m1.png
Scale: 10 px per um. Supply wires on this layer in grey. Cells faint in the background.
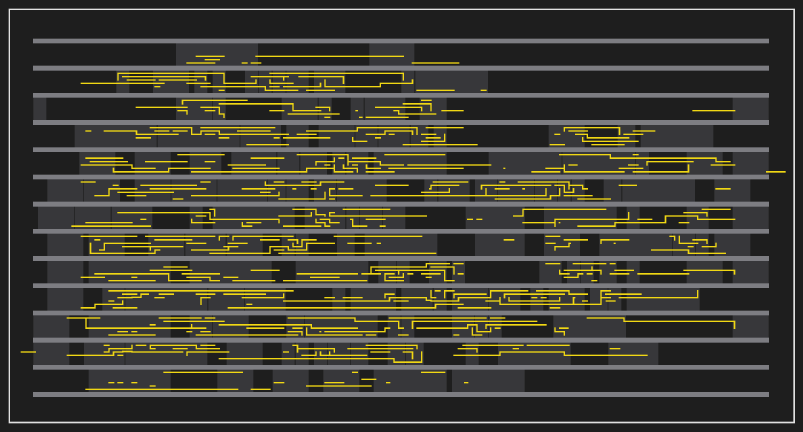
sizing.png
Scale: 6 px per um.
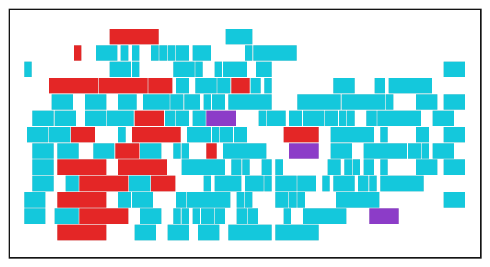
placed.png
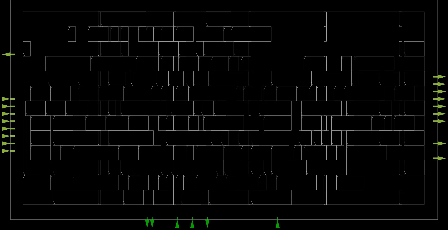
==> config.mk <==
export PLATFORM = sky130hd
export DESIGN_NAME = enc_rr_arbiter
export DESIGN_NICKNAME = d
export VERILOG_FILES = /design/src/rtl/enc_rr_arbiter.sv
export SDC_FILE = /design/constraint.sdc
export NUM_CORES = 1
export LEC_CHECK = 0
export CORE_ASPECT_RATIO = 0.5
export CORE_MARGIN = 2
export CORE_UTILIZATION = 47
export CTS_CLUSTER_DIAMETER = 50
export DETAILED_ROUTE_END_ITERATION = 6
export PLACE_DENSITY = 0.82
export SETUP_SLACK_MARGIN = 0.02
export SYNTH_ARGS = -nofsm -noshare
export SYNTH_HDL_FRONTEND = slang
export SYNTH_SLANG_ARGS = --single-unit
==> constraint.sdc <==
create_clock -name clk -period 9.7 [get_ports clk]
set_input_delay 1.94 -clock clk [delete_from_list [all_inputs] [get_ports clk]]
set_output_delay 1.94 -clock clk [all_outputs]
set_load 0.03 [all_outputs]
==> impl_metrics.csv <==
group,metric,value,unit
outcome,status,"completed",
critical_path,r2r_setup_slack,5610,ps
run,maxCapViolCount,0,
sta,slew_headroom,0.528,
pwr,power.leakage,0.000580,uW
pwr,switching_power,124,uW
place,dp_hpwl,2170,um
logic_synthesis,synth-seq-area-share,0.231,
pwr,p_sw_frac,0.410,
finish,n_antenna_cell,0,
logic_synthesis,ys_types,38,
logic_synthesis,syn_inst,139,
critical_path,reg2regPathDepth,11,
logic_synthesis,top_cells_by_count,"nand2_1 (22), dfxtp_1 (15), mux2i_1 (13), nor2_1 (13), mux4_2 (10)",
sta,fin_crit,5090,ps
pwr,p_int,178,uW
route,antenna_left,0,
logic_synthesis,yosys-stat-area,1300,um2
critical_path,cp_slowest_cell,"clkdlybuf4s50_1",
sta,fmax,0.197,GHz
critical_path,arrival,5280,ps
logic_synthesis,synth-xor-area-share,0.0395,
logic_synthesis,syn_nets,155,
clock_network,clock_latency,250,ps
global_routing,overflow,0,
route,drt_first_pass_iters,4,
Back to the opening pictures, m1.png:
The layer carries 1430 um of wire. 151 nets have wire on it. The wires run mostly horizontal.
wirelength, routed: 2900 um
Global Route met1 Usage: 0.248
Via Count: 1141

Back to the opening pictures, sizing.png:
Cyan marks x1 and smaller, cells 138, share 86%. Red marks x2, cells 19, share 12%. Purple marks x6 and larger, cells 3, share 1.9%.
Final WS setup: 4610 ps
synthesis-to-layout area growth: 21.5%

Back to the opening pictures, placed.png:
final core occ: 0.606
Well Taps: 37
register fraction of the total cell area: 0.190

-- through the flow --
| stage | cells | setup WS [ps] |
|---|---|---|
| 2_1_floorplan | 139 | 5240 |
| 3_3_place_gp | 193 | 4580 |
| 3_5_place_dp | 193 | 4450 |
| 4_1_cts | 197 | 4650 |
| 5_1_grt | 197 | 4410 |
| 6_report | 197 | 4610 |
-- cells in the final DEF (no fill, tap or decap), types with 2 or more instances in the layout --
master,count
clkdlybuf4s50_1,22
a31oi_1,2
a32o_1,4
a21oi_1,4
inv_1,3
o21ai_1,6
nand2_1,22
mux2i_1,13
mux2_2,4
nor2_1,13
xor2_1,3
nand2b_1,3
clkbuf_8,3
ha_1,4
mux4_2,10
nor2b_1,5
dfxtp_1,15
nor4_1,4
-- critical path: cells and delay by family --
kind                     cells  cell delay, ps
multiplexers                 2             880
AND-OR/OR-AND                4             680
buffers and inverters        2             560
XOR/XNOR                     2             550
adder cells (fa/ha/maj)      2             540
AND/OR/NAND/NOR              1             110
-- cell type report --
type / count / area [um2]
well taps: 37 / 46.3
clock buffers: 3 / 41.3
fillers: 214 / 1020
flip-flops and latches: 15 / 300
clock inverters: 1 / 5.00
multi-input cells: 115 / 950
repair buffers: 22 / 220
inverters: 4 / 15.0
-- power by group through the flow --
| stage | clock network [uW] | logic (uW) | registers (uW) |
|---|---|---|---|
| after floorplan | 0 | 112 | 94.3 |
| after global placement | 0 | 160 | 85.6 |
| after detailed placement | 0 | 164 | 86.0 |
| after CTS | 52.2 | 166 | 85.1 |
| after global routing | 55.3 | 181 | 87.0 |
| final | 50.5 | 166 | 84.7 |
-- layer usage --
layer	wire length, um	track usage
met4	27	0.0833
met2	1310	0.362
met5	0	0
met1	1430	0.248
met3	137	0.0396
Power and IR drop assume default switching activity.
